### src/rtl/flit_buffer_if.sv
// Flit channel: req/ack handshake carrying one SIZE-bit flit.
//   req  - sender has a valid flit
//   ack  - receiver can take the flit this cycle
//   data - flit payload
// A flit moves on a rising edge where req and ack are both high.
interface flit_ch_if #(
  parameter int unsigned SIZE = 8
);
  logic            req;
  logic            ack;
  logic [SIZE-1:0] data;

  modport master (output req, output data, input ack);
  modport slave  (input req, input data, output ack);
endinterface

### src/rtl/flit_buffer.sv
// flit_buffer: single-clock DEPTH-entry flit FIFO between an upstream source
// and a router input port, with occupancy and forwarded-flit reporting.
// Ports:
//   clk       - system clock, all state changes on the rising edge
//   reset     - asynchronous active-low reset
//   rx_ch     - upstream channel (slave side: req/data in, ack out)
//   tx_ch     - router channel (master side: req/data out, ack in)
//   count     - current occupancy, 0..DEPTH
//   fwd_flits - flits popped since reset, wraps modulo 2^CNT_BITS
module flit_buffer #(
  parameter int unsigned SIZE      = 8,
  parameter int unsigned DEPTH     = 4,
  parameter int unsigned ADDR_BITS = 2,
  parameter int unsigned CNT_BITS  = 16
) (
  input  logic                clk,
  input  logic                reset,
  flit_ch_if.slave            rx_ch,
  flit_ch_if.master           tx_ch,
  output logic [ADDR_BITS:0]  count,
  output logic [CNT_BITS-1:0] fwd_flits
);

  localparam int unsigned CW = ADDR_BITS + 1;

  logic [SIZE-1:0]      mem_q [DEPTH];
  logic [ADDR_BITS-1:0] wr_ptr_q, wr_ptr_d;
  logic [ADDR_BITS-1:0] rd_ptr_q, rd_ptr_d;
  logic [CW-1:0]        count_q, count_d;
  logic [CNT_BITS-1:0]  fwd_q, fwd_d;
  logic                 ack_q, ack_d;
  logic                 req_q, req_d;
  logic                 push_c;
  logic                 pop_c;

  // Handshake flags are kept as flops that mirror (count != DEPTH) and
  // (count != 0), so they depend on state only and never on the far side.
  assign push_c = rx_ch.req & ack_q;
  assign pop_c  = req_q & tx_ch.ack;

  // Next-state logic for pointers, occupancy, counter and handshake flags.
  always_comb begin
    wr_ptr_d = wr_ptr_q;
    rd_ptr_d = rd_ptr_q;
    count_d  = count_q;
    fwd_d    = fwd_q;
    if (push_c) begin
      wr_ptr_d = wr_ptr_q + ADDR_BITS'(1);
    end
    if (pop_c) begin
      rd_ptr_d = rd_ptr_q + ADDR_BITS'(1);
      fwd_d    = fwd_q + CNT_BITS'(1);
    end
    // Simultaneous push and pop leaves occupancy unchanged.
    case ({push_c, pop_c})
      2'b10:   count_d = count_q + CW'(1);
      2'b01:   count_d = count_q - CW'(1);
      default: count_d = count_q;
    endcase
    ack_d = (count_d != CW'(DEPTH));
    req_d = (count_d != CW'(0));
  end

  // State register.
  always_ff @(posedge clk or negedge reset) begin
    if (!reset) begin
      wr_ptr_q <= '0;
      rd_ptr_q <= '0;
      count_q  <= '0;
      fwd_q    <= '0;
      ack_q    <= 1'b1;
      req_q    <= 1'b0;
    end else begin
      wr_ptr_q <= wr_ptr_d;
      rd_ptr_q <= rd_ptr_d;
      count_q  <= count_d;
      fwd_q    <= fwd_d;
      ack_q    <= ack_d;
      req_q    <= req_d;
    end
  end

  // Flit storage; contents survive reset, only the pointers are cleared.
  always_ff @(posedge clk) begin
    if (push_c) begin
      mem_q[wr_ptr_q] <= rx_ch.data;
    end
  end

  assign rx_ch.ack  = ack_q;
  assign tx_ch.req  = req_q;
  assign tx_ch.data = mem_q[rd_ptr_q];
  assign count      = count_q;
  assign fwd_flits  = fwd_q;

endmodule

### src/flat_wrapper.sv
// flat-port wrapper written by rule: the top's interface ports become plain ports
module flit_buffer_flat 
#(
  parameter int unsigned SIZE      = 8,
  parameter int unsigned DEPTH     = 4,
  parameter int unsigned ADDR_BITS = 2,
  parameter int unsigned CNT_BITS  = 16
)
  (clk, reset, count, fwd_flits, rx_ch_req, rx_ch_data, rx_ch_ack, tx_ch_req, tx_ch_data, tx_ch_ack);
  flit_ch_if #(.SIZE(SIZE)) rx_ch_i ();
  flit_ch_if #(.SIZE(SIZE)) tx_ch_i ();
  input  logic clk;
  input  logic reset;
  output logic [ADDR_BITS:0] count;
  output logic [CNT_BITS-1:0] fwd_flits;
  input wire logic [$bits(rx_ch_i.req)-1:0] rx_ch_req;
  input wire logic [$bits(rx_ch_i.data)-1:0] rx_ch_data;
  output wire logic [$bits(rx_ch_i.ack)-1:0] rx_ch_ack;
  output wire logic [$bits(tx_ch_i.req)-1:0] tx_ch_req;
  output wire logic [$bits(tx_ch_i.data)-1:0] tx_ch_data;
  input wire logic [$bits(tx_ch_i.ack)-1:0] tx_ch_ack;
  assign rx_ch_i.req = rx_ch_req;
  assign rx_ch_i.data = rx_ch_data;
  assign rx_ch_ack = rx_ch_i.ack;
  assign tx_ch_req = tx_ch_i.req;
  assign tx_ch_data = tx_ch_i.data;
  assign tx_ch_i.ack = tx_ch_ack;
  flit_buffer #(.SIZE(SIZE), .DEPTH(DEPTH), .ADDR_BITS(ADDR_BITS), .CNT_BITS(CNT_BITS)) u_core (.clk(clk), .reset(reset), .rx_ch(rx_ch_i), .tx_ch(tx_ch_i), .count(count), .fwd_flits(fwd_flits));
endmodule
### config.mk
export PLATFORM = sky130hd
export DESIGN_NAME = flit_buffer_flat
export DESIGN_NICKNAME = d
export VERILOG_FILES = /design/src/rtl/flit_buffer_if.sv /design/src/rtl/flit_buffer.sv /design/src/flat_wrapper.sv
export SDC_FILE = /design/constraint.sdc
export NUM_CORES = 1
export LEC_CHECK = 0
export CORE_MARGIN = 2
export CORE_UTILIZATION = 52
export DETAILED_ROUTE_END_ITERATION = 6
export PLACE_DENSITY = 0.83
export SLEW_MARGIN = 20
export SYNTH_ARGS = -nofsm -noshare
export SYNTH_HDL_FRONTEND = slang
export SYNTH_SLANG_ARGS = --single-unit
### constraint.sdc
create_clock -name clk -period 2.6 [get_ports clk]
set_input_delay 0.39 -clock clk [delete_from_list [all_inputs] [get_ports clk]]
set_output_delay 0.39 -clock clk [all_outputs]
set_load 0.01 [all_outputs]
==> results.yml <==
# flow metrics
power_and_ir_drop:
  p_comb_share_pct: 32.3
  switching_power_w: 0.0009018
  pg_comb_w: 0.000973
  powerSeq_w: 0.00139
  swShare_pct: 29.93
  leakagePower_nw: 1.167
routing:
  wl_per_cell_um: 15.98
  drtIter0Drc: 114
final_timing:
  finalClockPeriodUsage_pct: 94.68
  skew_ns: 0.005014
finish:
  final_cells: 252
  mostFrequentLayoutCell: "clkdlybuf4s50_1"
  drive_gt1_share_pct: 16.00
  area_share_nonclk_buffers_pct: 14.06
  largest_class: "registers"
  fill_cells: 286
  comb_area_sq_um: 709.4
synthesis:
  yosys_warnings: 0
  synth_flops: 57
  ys_chip_area_sq_um: 2340
  top_cell: "edfxtp_1"
  ys_sh_mux_pct: 9.144
  edf_count: 32
worst_setup_path:
  cp.arrival_ns: 2.07
  worstPathMaxFanout: 9
  timing.rr.end: "u_core.tx_ch.req"
  rrSetupSlack_ns: 0.57
  crit_buf_inv: 1
  crit_path_end: "tx_ch_data[4]"
  worst_setup_path_end_kind: "primary output"
clock_network:
  path_clk_slew_ns: 0.06
  clockBufferDepth: 2
floorplan:
  die_h_um: 71.08
status:
  status: "completed"
flow_run:
  cap_violations: 0
grt:
  grt_pass1_wl_mm: 6.775
placed_design:
  placed_cells: 236
layer_met1.png
Cells faint in the background.
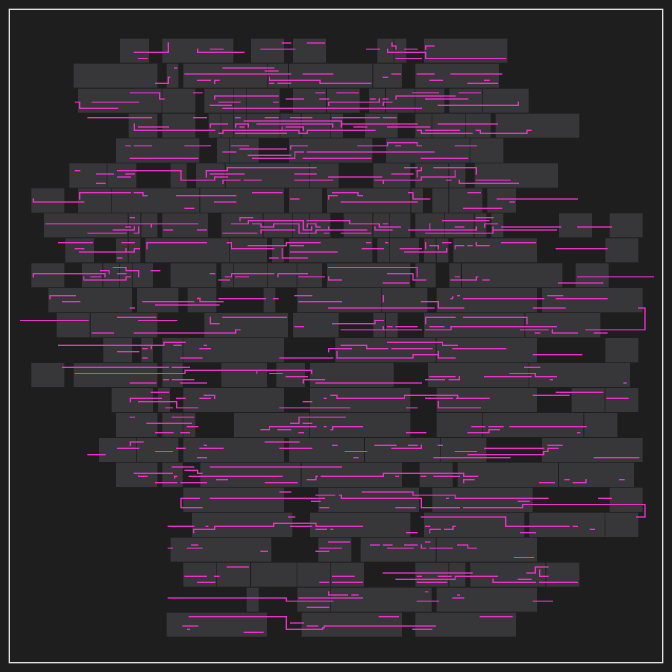
nets with wire on the layer: 190
longest straight run: 21.6 um
wire length on this layer: 1660 um
share of all routed wire: 41%
main direction: horizontal
M1 GR Usage: 22.70%
routed via count: 1322
WL final: 4.027 mm

layer_met2.png
The bar under the picture is 20 um long.
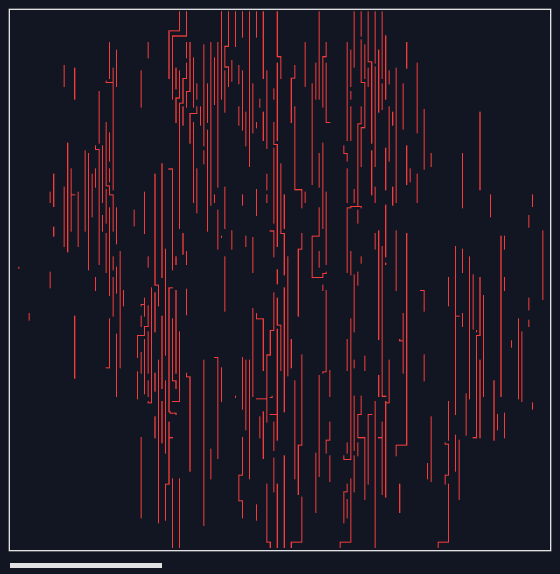
longest straight run: 27.8 um
main direction: vertical
GR Layer Usage met2: 29.08%

layer_met3.png
The bar under the picture is 20 um long.
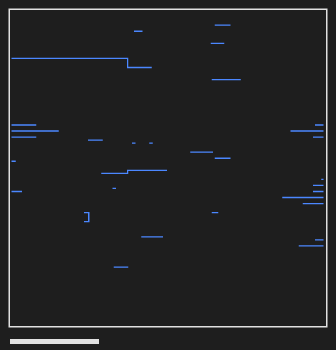
longest straight run: 26.0 um
main direction: horizontal

